File: src/rtl/bounded_counter_register_if.sv
// Operation/result bundle for bounded_counter_register; master drives ctrl/load/step, slave returns value and flags.
interface bounded_counter_register_if #(
  parameter int WIDTH = 8
);
  logic [2:0]       ctrl;
  logic [WIDTH-1:0] data_input;
  logic [WIDTH-1:0] step;
  logic [WIDTH-1:0] data_output;
  logic             at_min;
  logic             at_max;
  logic             rollover;

  modport master (
    output ctrl, data_input, step,
    input  data_output, at_min, at_max, rollover
  );

  modport slave (
    input  ctrl, data_input, step,
    output data_output, at_min, at_max, rollover
  );
endinterface

File: src/rtl/bounded_counter_register.sv
// Bounded WIDTH-bit register: clear/load/step inc-dec with wrap or saturate, one-cycle result latency, no backpressure.
// Optional SHL/SHR ops are built only when BCR_SHIFT_EN is defined; otherwise those codes hold.
module bounded_counter_register #(
  parameter int WIDTH   = 8,
  parameter int MIN_VAL = 0,
  parameter int MAX_VAL = 255,
  parameter bit WRAP    = 1'b1
) (
  input logic                     clk,
  input logic                     reset,
  bounded_counter_register_if.slave bus
);

  localparam logic [WIDTH-1:0] MIN_L = WIDTH'(MIN_VAL);
  localparam logic [WIDTH-1:0] MAX_L = WIDTH'(MAX_VAL);

  localparam logic [2:0] OP_CLR = 3'b001;
  localparam logic [2:0] OP_LD  = 3'b010;
  localparam logic [2:0] OP_INC = 3'b011;
  localparam logic [2:0] OP_DEC = 3'b100;
`ifdef BCR_SHIFT_EN
  localparam logic [2:0] OP_SHL = 3'b101;
  localparam logic [2:0] OP_SHR = 3'b110;
`endif

  logic [WIDTH-1:0]        data_reg;
  logic                    roll_reg;
  logic [WIDTH-1:0]        data_nxt;
  logic                    roll_nxt;
  logic [WIDTH:0]          sum;
  logic signed [WIDTH:0]   diff;

  function automatic logic [WIDTH-1:0] clamp(input logic [WIDTH:0] v);
    if (v < {1'b0, MIN_L})      return MIN_L;
    else if (v > {1'b0, MAX_L}) return MAX_L;
    else                        return v[WIDTH-1:0];
  endfunction

  // Extra bit on both paths keeps carry/borrow visible to the bound tests.
  assign sum  = {1'b0, data_reg} + {1'b0, bus.step};
  assign diff = $signed({1'b0, data_reg}) - $signed({1'b0, bus.step});

  always_comb begin
    data_nxt = data_reg;
    roll_nxt = 1'b0;
    case (bus.ctrl)
      OP_CLR: data_nxt = MIN_L;
      OP_LD:  data_nxt = clamp({1'b0, bus.data_input});
      OP_INC: begin
        if (sum > {1'b0, MAX_L}) begin
          data_nxt = WRAP ? MIN_L : MAX_L;
          roll_nxt = 1'b1;
        end else begin
          data_nxt = sum[WIDTH-1:0];
        end
      end
      OP_DEC: begin
        if (diff < $signed({1'b0, MIN_L})) begin
          data_nxt = WRAP ? MAX_L : MIN_L;
          roll_nxt = 1'b1;
        end else begin
          data_nxt = diff[WIDTH-1:0];
        end
      end
`ifdef BCR_SHIFT_EN
      OP_SHL: data_nxt = clamp({data_reg, 1'b0});
      OP_SHR: data_nxt = clamp({2'b00, data_reg[WIDTH-1:1]});
`endif
      default: data_nxt = data_reg;
    endcase
  end

  always_ff @(posedge clk) begin
    if (reset) begin
      data_reg <= MIN_L;
      roll_reg <= 1'b0;
    end else begin
      data_reg <= data_nxt;
      roll_reg <= roll_nxt;
    end
  end

  assign bus.data_output = data_reg;
  assign bus.at_min      = (data_reg == MIN_L);
  assign bus.at_max      = (data_reg == MAX_L);
  assign bus.rollover    = roll_reg;

endmodule

File: src/flat_wrapper.sv
// flat-port wrapper written by rule: the top's interface ports become plain ports
module bounded_counter_register_flat 
#(
  parameter int WIDTH   = 8,
  parameter int MIN_VAL = 0,
  parameter int MAX_VAL = 255,
  parameter bit WRAP    = 1'b1
)
  (clk, reset, bus_ctrl, bus_data_input, bus_step, bus_data_output, bus_at_min, bus_at_max, bus_rollover);
  bounded_counter_register_if #(.WIDTH(WIDTH)) bus_i ();
  input logic clk;
  input logic reset;
  input wire logic [$bits(bus_i.ctrl)-1:0] bus_ctrl;
  input wire logic [$bits(bus_i.data_input)-1:0] bus_data_input;
  input wire logic [$bits(bus_i.step)-1:0] bus_step;
  output wire logic [$bits(bus_i.data_output)-1:0] bus_data_output;
  output wire logic [$bits(bus_i.at_min)-1:0] bus_at_min;
  output wire logic [$bits(bus_i.at_max)-1:0] bus_at_max;
  output wire logic [$bits(bus_i.rollover)-1:0] bus_rollover;
  assign bus_i.ctrl = bus_ctrl;
  assign bus_i.data_input = bus_data_input;
  assign bus_i.step = bus_step;
  assign bus_data_output = bus_i.data_output;
  assign bus_at_min = bus_i.at_min;
  assign bus_at_max = bus_i.at_max;
  assign bus_rollover = bus_i.rollover;
  bounded_counter_register #(.WIDTH(WIDTH), .MIN_VAL(MIN_VAL), .MAX_VAL(MAX_VAL), .WRAP(WRAP)) u_core (.clk(clk), .reset(reset), .bus(bus_i));
endmodule
File: config.mk
export PLATFORM = sky130hd
export DESIGN_NAME = bounded_counter_register_flat
export DESIGN_NICKNAME = d
export VERILOG_FILES = /design/src/rtl/bounded_counter_register_if.sv /design/src/rtl/bounded_counter_register.sv /design/src/flat_wrapper.sv
export SDC_FILE = /design/constraint.sdc
export NUM_CORES = 1
export LEC_CHECK = 0
export CORE_MARGIN = 2
export CORE_UTILIZATION = 40
export CTS_CLUSTER_SIZE = 24
export DETAILED_ROUTE_END_ITERATION = 16
export PLACE_DENSITY = 0.67
export SYNTH_ARGS = -nofsm -noshare
export SYNTH_HDL_FRONTEND = slang
export SYNTH_SLANG_ARGS = --single-unit
File: constraint.sdc
create_clock -name clk -period 2.75 [get_ports clk]
set_input_delay 0.55 -clock clk [delete_from_list [all_inputs] [get_ports clk]]
set_output_delay 0.55 -clock clk [all_outputs]
set_load 0.01 [all_outputs]
Figure 1. Cell classes on the final placement.
(4 px per um)
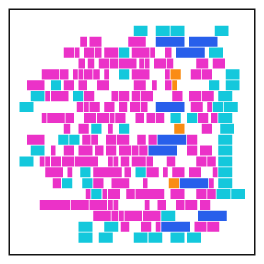
Orange shows clock drivers and dummy loads, cells 4, share of their area 1.5%. Magenta shows combinational and other logic, cells 148, share of their area 63%. Cyan shows remaining buffers and delay cells, cells 48, share of their area 25%. Blue shows sequential cells, cells 9, share of their area 10%.

Figure 2. Placement view.
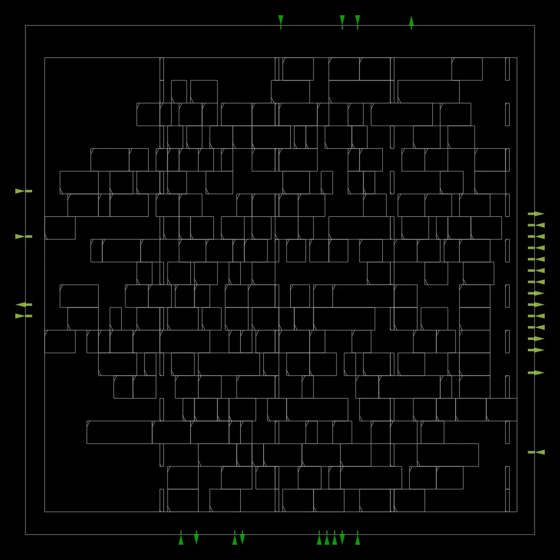
Core Rows: 20
Tapcells: 44
final core occ: 57.89%
fill count: 301

Figure 3. Clock distribution.
(4 px per um)
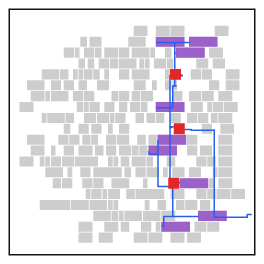
Blue shows clock wires, length 145 um. Purple shows flip-flops, count 9. Red shows clock drivers, count 3.
There are 4 routed clock nets.

==> metrics.yaml <==
worst_setup_path:
  startpoint: "bus_step[0]"
  r2r_slack_ns: 0.47
  critPathKind: "input pin to register"
  crit_slowest_cell: "clkdlybuf4s50_1"
  crit_family: "AND-OR/OR-AND gates"
  worst-r2r-cell-count: 9
  crit_required_ns: 2.94
  cp-start-kind: "input pin"
  cp_num_cells: 10
  critPathMaxStageDelay_ns: 0.43
  endpoint_kind: "register"
  cp_data_arrival_time_ns: 2.79
placed_design:
  dpl.hpwl_mm: 3.010
  gp_congestion: 0.8824
  port_buffers: 31
  placed_cell_area_um2: 1748
final_timing:
  slew_headroom_pct: 65.80
  drv_slew: 0
  tightestPinTransition_ns: 0.5111
  finalSetupViolCount: 0
  setup_ws_ns: 0.1501
  holdWs_ns: 0.7261
  fmax_ghz: 0.3846
  finalClockSkew_ns: 0.004092
  period_needed_ns: 2.600
  hold_viol: 0
  rsz0062_at_grt: "no"
clock_tree:
  hold_buffers: 0
  ctsResizeCount: 0
  root_buffer: "clkbuf_4"
  cts_setup_buffers: 0
  clock_latency_ns: 0.26
  cts_tree: "done"
  clk_pin_slew_ns: 0.06
  cts_sinks: 9
  cts_buffer_depth: 2
logic_synthesis:
  synth_nets: 205
  edf_count: 0
  synth-main-ff-cell: "dfxtp_1"
  synthArstFlopShare_pct: 0
  synth_area_um2: 1299
  synth_seq_share_pct: 13.87
  top_cell_area_share_pct: 15.41
  ys_chip_area_um2: 1299
  ys_top_cells_by_area: "ha_1 (15%), dfxtp_1 (14%), a22o_1 (5.4%)"
  syn_area_per_cell_um2: 7.824
  synth.distinct_cells: 50
  yosys_warnings: 0
  yosysTopAreaCell: "ha_1"
  postSynthCellCount: 166
finish:
  num_antenna_cells: 0
  final_area_um2: 1782
  area_growth_pct: 37.19
  nNetsFinal: 249
  drive_gt1_share_pct: 12.92
  most-common-layout-cells: "clkdlybuf4s50_1 (31), buf_4 (17), ha_1 (16), inv_1 (15)"
  lay_top_count: "clkdlybuf4s50_1"
global_routing:
  grt_max_degree: 13
  overflow: 0
  grt_pass1_wl_mm: 6.023
  antenna_found_initial: 0
routing:
  finalWirelength_mm: 3.629
  drtAntennaViolNets: 0
  drt_iter0_drc: 163
  drc: 0
  vias: 1418
  dr.pass1.iters: 4
  via_per_inst: 5.605
min_path:
  min_from: "u_core.bus.data_output[5]$_SDFFE_PP0P_"
  hold_depth: 2
  worstHoldPathType: "register to register"
floorplan:
  dieArea_um2: 3719
  die_w_um: 60.98
  core-area_um2: 3078
  die_h_um: 60.98
  fp_util_pct: 42.20
power_and_ir_drop:
  cellLeakagePower_uw: 0.0007684
  power_uw: 902.3
  p_per_area_nw_per_um2: 506.4
run_status:
  status: "finished clean"
flow_run:
  cap_violations: 0
-- worst paths after layout --
check | end
hold / removal | u_core.bus.data_output[5]$_SDFFE_PP0P_
hold reg to reg | u_core.bus.data_output[5]$_SDFFE_PP0P_
setup / recovery | u_core.bus.data_output[3]$_SDFFE_PP0P_
setup reg to reg | u_core.bus.data_output[3]$_SDFFE_PP0P_
-- kinds of logic (layout without fill, tap and decap cells) --
| family | Yosys count | count (layout) | synth area share [%] |
|---|---|---|---|
| multiplexers | 1 | 1 | 0.7707 |
| flip-flops | 9 | 9 | 13.87 |
| XOR/XNOR | 4 | 4 | 2.698 |
| buffers and inverters | 25 | 68 | 7.995 |
| AND/OR/NAND/NOR | 47 | 47 | 20.43 |
| adder cells (fa/ha/maj) | 18 | 18 | 18.50 |
| AND-OR/OR-AND | 62 | 62 | 35.74 |
-- sequential cells by signal (all words and copies together) (netlist names) --
name                    cells
u_core.bus.rollover         1
u_core.bus.data_output      8
-- where the power goes --
group | switching (uW) | internal, uW | total [uW]
sequential | 52.4 | 157 | 209
clock | 46.5 | 56.0 | 102
combinational | 280 | 311 | 591
total | 379 | 524 | 902
-- layout make-up --
type / count / area, um2
fillers: 301 / 1296
multi-input cells: 132 / 1022
repair buffers: 48 / 437.9
flip-flops and latches: 9 / 180.2
inverters: 16 / 60.06
well taps: 44 / 55.05
clock buffers: 4 / 26.28
-- per-stage QoR --
stage	TNS, ns	utilization, %
after global placement	-0.07597	56.79
after detailed placement	-0.2789	56.79
after global routing	0	57.89
after floorplan	0	-
after CTS	0	57.64
final	0	57.89
-- routing by layer --
metal | GRT usage [%] | up-vias | routed length (um)
li1 | - | 711 | -
met1 | 28.46 | 645 | 1640
met2 | 36.56 | 53 | 1667
met3 | 1.279 | 9 | 236
met4 | 8.385 | 0 | 85
met5 | 0 | - | 0
No activity file was given, so power comes from the tool's default toggle rates.
